**config.mk**
```make
export PLATFORM = sky130hd
export DESIGN_NAME = req_arbiter
export DESIGN_NICKNAME = d
export VERILOG_FILES = /design/src/rtl/arb_pkg.sv /design/src/rtl/arb_pick.sv /design/src/rtl/req_arbiter.sv
export SDC_FILE = /design/constraint.sdc
export NUM_CORES = 1
export LEC_CHECK = 0
export ABC_CLOCK_PERIOD_IN_PS = 11400
export CORE_UTILIZATION = 35
export CTS_BUF_LIST = sky130_fd_sc_hd__clkbuf_8
export CTS_CLUSTER_SIZE = 30
export DETAILED_ROUTE_END_ITERATION = 8
export SLEW_MARGIN = 20
export SYNTH_ARGS = -nofsm -noshare
export SYNTH_HDL_FRONTEND = slang
export SYNTH_SLANG_ARGS = --single-unit
```
**constraint.sdc**
```tcl
create_clock -name clk -period 11.4 [get_ports clk]
set_input_delay 2.85 -clock clk [delete_from_list [all_inputs] [get_ports clk]]
set_output_delay 2.85 -clock clk [all_outputs]
set_load 0.01 [all_outputs]
```
**src/rtl/arb_pkg.sv**
```systemverilog
// Shared types and helpers for the request arbiter.
// Holds the FSM state encoding, default sizing and the rotate helper.
package arb_pkg;

  localparam int NUM_REQ_DEF = 8;
  localparam int VEC_W       = 32;

  typedef enum logic {
    ST_IDLE,
    ST_GRANT
  } state_e;

  // Rotate the low w bits of vec left by n, so bit i lands at (i+n) mod w.
  function automatic logic [VEC_W-1:0] rot_left(
    input logic [VEC_W-1:0] vec,
    input int               n,
    input int               w
  );
    logic [VEC_W-1:0] r;
    r = '0;
    for (int i = 0; i < VEC_W; i++) begin
      if (i < w) r[(i + n) % w] = vec[i];
    end
    return r;
  endfunction

endpackage

```
**src/rtl/arb_pick.sv**
```systemverilog
// Combinational winner search: descending from start, wrapping.
// With rr low the search always starts at the top index.
module arb_pick
  import arb_pkg::*;
#(
  parameter int NUM_REQ = NUM_REQ_DEF,
  parameter int ID_W    = $clog2(NUM_REQ)
) (
  input  logic [NUM_REQ-1:0] req,
  input  logic [ID_W-1:0]    start,
  input  logic               rr,
  output logic               any,
  output logic [ID_W-1:0]    idx
);

  logic [VEC_W-1:0] rot;
  int               st;
  int               hi;

  // Rotate so the start index sits on top, then take the highest set bit.
  always_comb begin
    st  = rr ? int'(start) : NUM_REQ - 1;
    rot = rot_left(VEC_W'(req), NUM_REQ - 1 - st, NUM_REQ);
    hi  = 0;
    for (int i = 0; i < NUM_REQ; i++) begin
      if (rot[i]) hi = i;
    end
    any = |req;
    idx = ID_W'((hi + st + 1) % NUM_REQ);
  end

endmodule

```
**src/rtl/req_arbiter.sv**
```systemverilog
// One-resource arbiter with registered one-hot grant.
// Fixed-priority or round-robin pick, with done/drop/hold-limit release.
module req_arbiter
  import arb_pkg::*;
#(
  parameter int NUM_REQ  = NUM_REQ_DEF,
  parameter int ID_W     = $clog2(NUM_REQ),
  parameter int MAX_HOLD = 16
) (
  input  logic               clk,
  input  logic               rst_n,
  input  logic [NUM_REQ-1:0] req,
  input  logic               done,
  input  logic               cfg_rr,
  output logic [NUM_REQ-1:0] gnt,
  output logic [ID_W-1:0]    gnt_id,
  output logic               gnt_valid,
  output logic               timeout
);

  localparam int HW = (MAX_HOLD == 0) ? 1 : $clog2(MAX_HOLD + 1);

  state_e             state_q, state_d;
  logic [NUM_REQ-1:0] gnt_q, gnt_d;
  logic [ID_W-1:0]    id_q, id_d;
  logic [ID_W-1:0]    ptr_q, ptr_d;
  logic [HW-1:0]      hold_q, hold_d;
  logic               tmo_q, tmo_d;

  logic [ID_W-1:0]    start;
  logic               any;
  logic [ID_W-1:0]    idx;
  logic               lim;
  logic               rel;

  // Last holder gets lowest priority: search starts just below ptr.
  assign start = (ptr_q == '0) ? ID_W'(NUM_REQ - 1)
                               : ptr_q - 1'b1;

  arb_pick #(
    .NUM_REQ (NUM_REQ),
    .ID_W    (ID_W)
  ) u_pick (
    .req   (req),
    .start (start),
    .rr    (cfg_rr),
    .any   (any),
    .idx   (idx)
  );

  assign lim = (MAX_HOLD != 0) &&
               (hold_q == HW'(MAX_HOLD - 1));
  assign rel = done | ~req[id_q] | lim;

  // Next-state, grant and counter logic.
  always_comb begin
    state_d = state_q;
    gnt_d   = gnt_q;
    id_d    = id_q;
    ptr_d   = ptr_q;
    hold_d  = hold_q;
    tmo_d   = 1'b0;
    unique case (state_q)
      ST_IDLE: begin
        gnt_d = '0;
        if (any) begin
          state_d = ST_GRANT;
          gnt_d   = NUM_REQ'(1) << idx;
          id_d    = idx;
          hold_d  = '0;
          if (cfg_rr) ptr_d = idx;
        end
      end
      ST_GRANT: begin
        if (rel) begin
          state_d = ST_IDLE;
          gnt_d   = '0;
          tmo_d   = lim & ~done & req[id_q];
        end else if (hold_q != {HW{1'b1}}) begin
          hold_d = hold_q + 1'b1;
        end
      end
      default: state_d = ST_IDLE;
    endcase
  end

  // State and output registers, cleared asynchronously.
  always_ff @(posedge clk or negedge rst_n) begin
    if (!rst_n) begin
      state_q <= ST_IDLE;
      gnt_q   <= '0;
      id_q    <= '0;
      ptr_q   <= '0;
      hold_q  <= '0;
      tmo_q   <= 1'b0;
    end else begin
      state_q <= state_d;
      gnt_q   <= gnt_d;
      id_q    <= id_d;
      ptr_q   <= ptr_d;
      hold_q  <= hold_d;
      tmo_q   <= tmo_d;
    end
  end

  assign gnt       = gnt_q;
  assign gnt_id    = id_q;
  assign gnt_valid = |gnt_q;
  assign timeout   = tmo_q;

endmodule

```
==> impl_metrics.yaml, run 1 <==
# synthesis and place-and-route metrics
outcome:
  status: "finished, final reports clean"
route:
  post_drt_wl_per_cell_um: 17.0
  vias_per_cell: 6.15
  wl_met2_mm: 2.49
  routed_wl_mm: 5.62
  firstDrtPassIters: 5
  maxUsedRoutingLayer: "met4"
  drc: 0
  dr_total_vias: 2036
global_routing:
  grt_start_max_net_pins: 26
  grtUsageMet2_pct: 28.7
  track_usage_pct: 19.6
  grt_pass1_vias: 1971
  grt_first_pass_wirelength_mm: 9.72
  top_usage_layer: "met2"
critical_path:
  path_cells: "clkdlybuf4s50_1 > and3b_4 > inv_2 > ha_1 > xnor2_1 > nor3_1 > a2111o_1 > o22a_1 > o311ai_1 > a21oi_2 > o21ai_2 > nor2_1 > fa_1 > xnor2_1 > xnor2_4 > nor2_1 > a22o_1"
  slowest_stage: "clkdlybuf4s50_1"
  reg2reg_slack_ps: 6430
  r2r-end: "gnt[4]$_DFFE_PN0P_"
  cp_num_cells: 17
  start_kind: "input port"
  cp_max_fo: 14
  startpoint: "cfg_rr"
cts:
  clkSinkCount: 21
  clk_pin_slew_worst_paths_ps: 70
  cts_tree: "yes"
  hold_buffers: 0
  numCtsBuffers: 3
  clock_latency_ps: 260
min_path:
  hold-path-cell-count: 2
  min_from: "ptr_q[1]$_DFFE_PN0P_"
  hold_path_end: "ptr_q[1]$_DFFE_PN0P_"
floorplanning:
  tap_cells: 72
  core_um2: 5610
  die_area_um2: 6240
  rows: 27
  fp-utilization_pct: 37.0
  ios: 25
final_layout:
  seqCellArea_um2: 526
  diodes: 0
  final_nets: 280
  logic_gate_count: 199
  nClkBuffers: 3
  comb_share_pct: 59.6
  design_area_um2: 2340
  dominant_cells: "logic gates"
  nNonClkBuffers: 24
  clk_share_pct: 1.98
  layout-drive-gt1-share_pct: 8.88
  flops: 21
  largest_register_ffs: 8
  areaGrowthSynthToFinish_pct: 12.7
synth:
  yosys_warnings: 0
  synth_cells: 250
  ys_async_sr_fraction_pct: 100
  ys_top_logic_family: "AND-OR/OR-AND gates"
  yosysMostFrequentCell: "nand2_1"
  edf_count: 0
  synth.top_cells.by_count: "nand2_1 (34), dfrtp_1 (21), o21ai_0 (15)"
  aoi_share_pct: 26.6
  top_area_cell: "dfrtp_1"
  synth_xor_xnor_area_share_pct: 6.40
  ys_sh_adder_pct: 5.19
  top_cells_by_area: "dfrtp_1 (25%), nand2_1 (6.2%), ha_1 (4.2%)"
  flop_cell: "dfrtp_1"
  synth_chip_area_um2: 2070
  avgSynthCellArea_um2: 8.29
timing:
  fin_worst_skew_ps: 2.65
  tns_ps: 0
  setup_viol: 0
  maxSlewHeadroom_pct: 38.6
  final.setup.worst_slack_ps: 4090
  fin_hold_ws_ps: 491
place:
  dpl_worst_slack_ps: 3870
run:
  warnings: 28
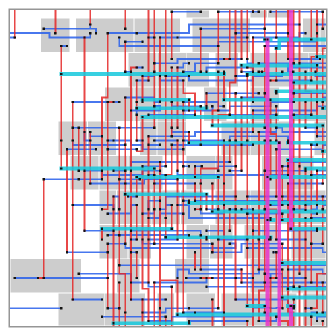
Run 1: a small window of the routed layout
Window x 27 to 52, y 11 to 36 um. Cells in gray, sequential cells in the stronger gray; small squares are vias.
- metal 2: red
- metal 4: magenta
- metal 3: cyan
- metal 1: blue
- most frequent: nand2_1 (6), a21oi_1 (5)
- sequential cells in the window: 0
- cells with their middle in the window: 57

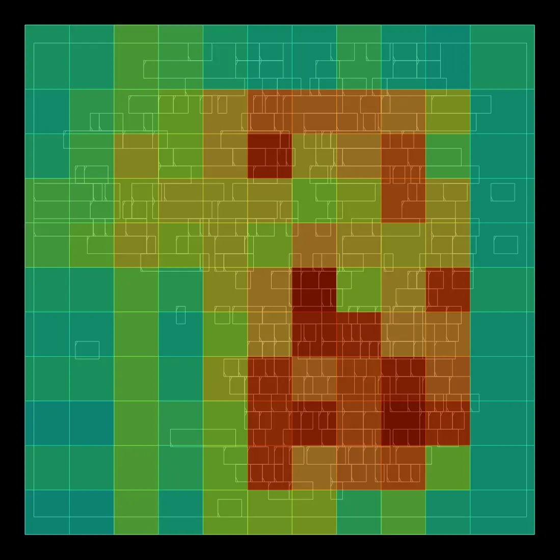
Run 1: routing congestion
Final Util: 41.7%
met3 Usage GRT: 5.75%

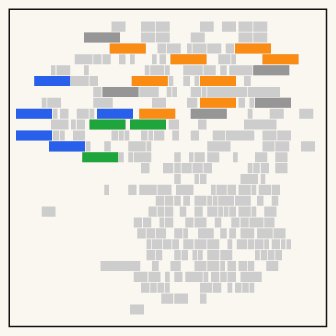
Run 1: where the registers sit
(4 px per um) Other sequential cells in the stronger gray, the rest of the logic in the fainter gray.
- `ptr_q`: green (flops 3)
- `gnt`: orange (flops 8)
- `hold_q`: blue (flops 5)
- not colored: 5

Run 1, logic cells by family:
(4 px per um)
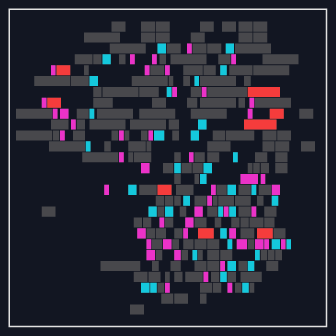

==> inputs of run 2 (changes only) <==
--- a/config.mk
+++ b/config.mk
@@ -5,7 +5,7 @@
 export SDC_FILE = /design/constraint.sdc
 export NUM_CORES = 1
 export LEC_CHECK = 0
-export ABC_CLOCK_PERIOD_IN_PS = 11400
+export ABC_CLOCK_PERIOD_IN_PS = 6700
 export CORE_UTILIZATION = 35
 export CTS_BUF_LIST = sky130_fd_sc_hd__clkbuf_8
 export CTS_CLUSTER_SIZE = 30
==> constraint.sdc (replaced) <==
create_clock -name clk -period 6.7 [get_ports clk]
set_input_delay 1.675 -clock clk [delete_from_list [all_inputs] [get_ports clk]]
set_output_delay 1.675 -clock clk [all_outputs]
set_load 0.01 [all_outputs]
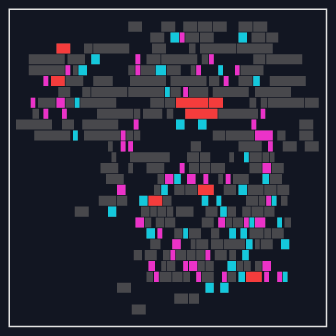
Run 2: logic cells by family
(4 px per um)
- NOR gates: cyan (cells 37)
- multiplexers: red (cells 8; most used mux2i_1)
- NAND gates: magenta (cells 47; most used nand2_1; where widely spread)

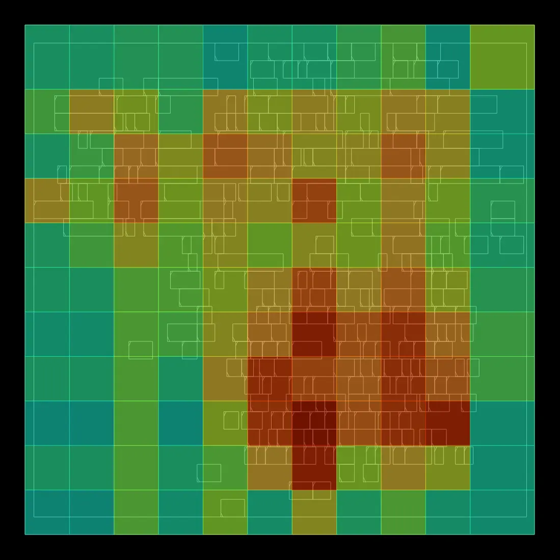
Run 2: routing congestion
met2 Use GR: 28.8%
WL per Instance: 16.6 um
Final Util: 41.9%
GRT met1 Usage: 27.6%
GR peak layer: met2

==> run 2 against run 1 <==
  * Clock skew down 1.3 ps
  * Register-to-register slack worse by 4600 ps
  * First-iteration DRC count up 12%
  * Via count up 1.0%
  * Die area unchanged
  * Final area up 0.64%
  * Cell count up 0.60%
  * Critical path depth unchanged
==> impl_metrics.yaml, run 2 <==
# synthesis and place-and-route metrics
floorplanning:
  fp-utilization_pct: 37.0
  tap_cells: 72
  ios: 25
  core_um2: 5610
  die_area_um2: 6240
  rows: 27
min_path:
  hold-path-cell-count: 2
  hold_path_end: "ptr_q[2]$_DFFE_PN0P_"
  min_from: "ptr_q[2]$_DFFE_PN0P_"
timing:
  setup_viol: 0
  fin_hold_ws_ps: 500
  final.setup.worst_slack_ps: 876
  report.final.hold_viol_count: 0
  maxSlewHeadroom_pct: 39.6
  fin_worst_skew_ps: 1.35
  tns_ps: 0
synth:
  synth_top_area_share_pct: 25.3
  top_area_cell: "dfrtp_1"
  yosysMostFrequentCell: "nand2_1"
  avgSynthCellArea_um2: 8.29
  ys_async_sr_fraction_pct: 100
  edf_count: 0
  ys_top_logic_family: "AND-OR/OR-AND gates"
  flop_cell: "dfrtp_1"
  synth.top_cells.by_count: "nand2_1 (34), dfrtp_1 (21), o21ai_0 (15)"
  yosys_warnings: 0
  synth_chip_area_um2: 2070
  ys_sh_adder_pct: 5.19
  aoi_share_pct: 26.6
  top_cells_by_area: "dfrtp_1 (25%), nand2_1 (6.2%), ha_1 (4.2%)"
  synth_xor_xnor_area_share_pct: 6.40
final_layout:
  design_area_um2: 2350
  dominant_cells: "logic gates"
  final_nets: 282
  flops: 21
  clk_share_pct: 1.97
  nClkBuffers: 3
  seqCellArea_um2: 526
  diodes: 0
  comb_share_pct: 59.2
  areaGrowthSynthToFinish_pct: 13.4
  largest_register_ffs: 8
  logic_gate_count: 199
  layout-drive-gt1-share_pct: 9.58
  nNonClkBuffers: 26
critical_path:
  cp_num_cells: 17
  reg2reg_slack_ps: 1810
  crit_path_frequent_cell: "nor2_1"
  path_cells: "clkdlybuf4s50_1 > buf_4 > nand2_2 > inv_1 > ha_1 > xor2_4 > a21o_1 > nand2_1 > a222oi_1 > o21ai_1 > o21ai_2 > nor2_1 > fa_1 > xnor2_1 > xnor2_4 > nor2_1 > a22o_1"
  startpoint: "cfg_rr"
  start_kind: "input port"
  r2r-end: "gnt[4]$_DFFE_PN0P_"
  cp_max_fo: 13
  slowest_stage: "a222oi_1"
route:
  drtIter0Drc: 326
  vias_per_cell: 6.18
  dr_total_vias: 2057
  firstDrtPassIters: 7
  maxUsedRoutingLayer: "met4"
  routed_wl_mm: 5.54
  drc: 0
  wl_met2_mm: 2.39
  detail-route-antenna-nets: 0
global_routing:
  grtUsageMet3_pct: 3.45
  grt_start_max_net_pins: 26
  grt_first_pass_wirelength_mm: 9.39
  grt_pass1_vias: 1898
  track_usage_pct: 19.1
run:
  warnings: 28
cts:
  clk_pin_slew_worst_paths_ps: 70
  cts_tree: "yes"
  hold_buffers: 0
  clock_latency_ps: 250
outcome:
  status: "finished, final reports clean"
place:
  dpl_worst_slack_ps: 657
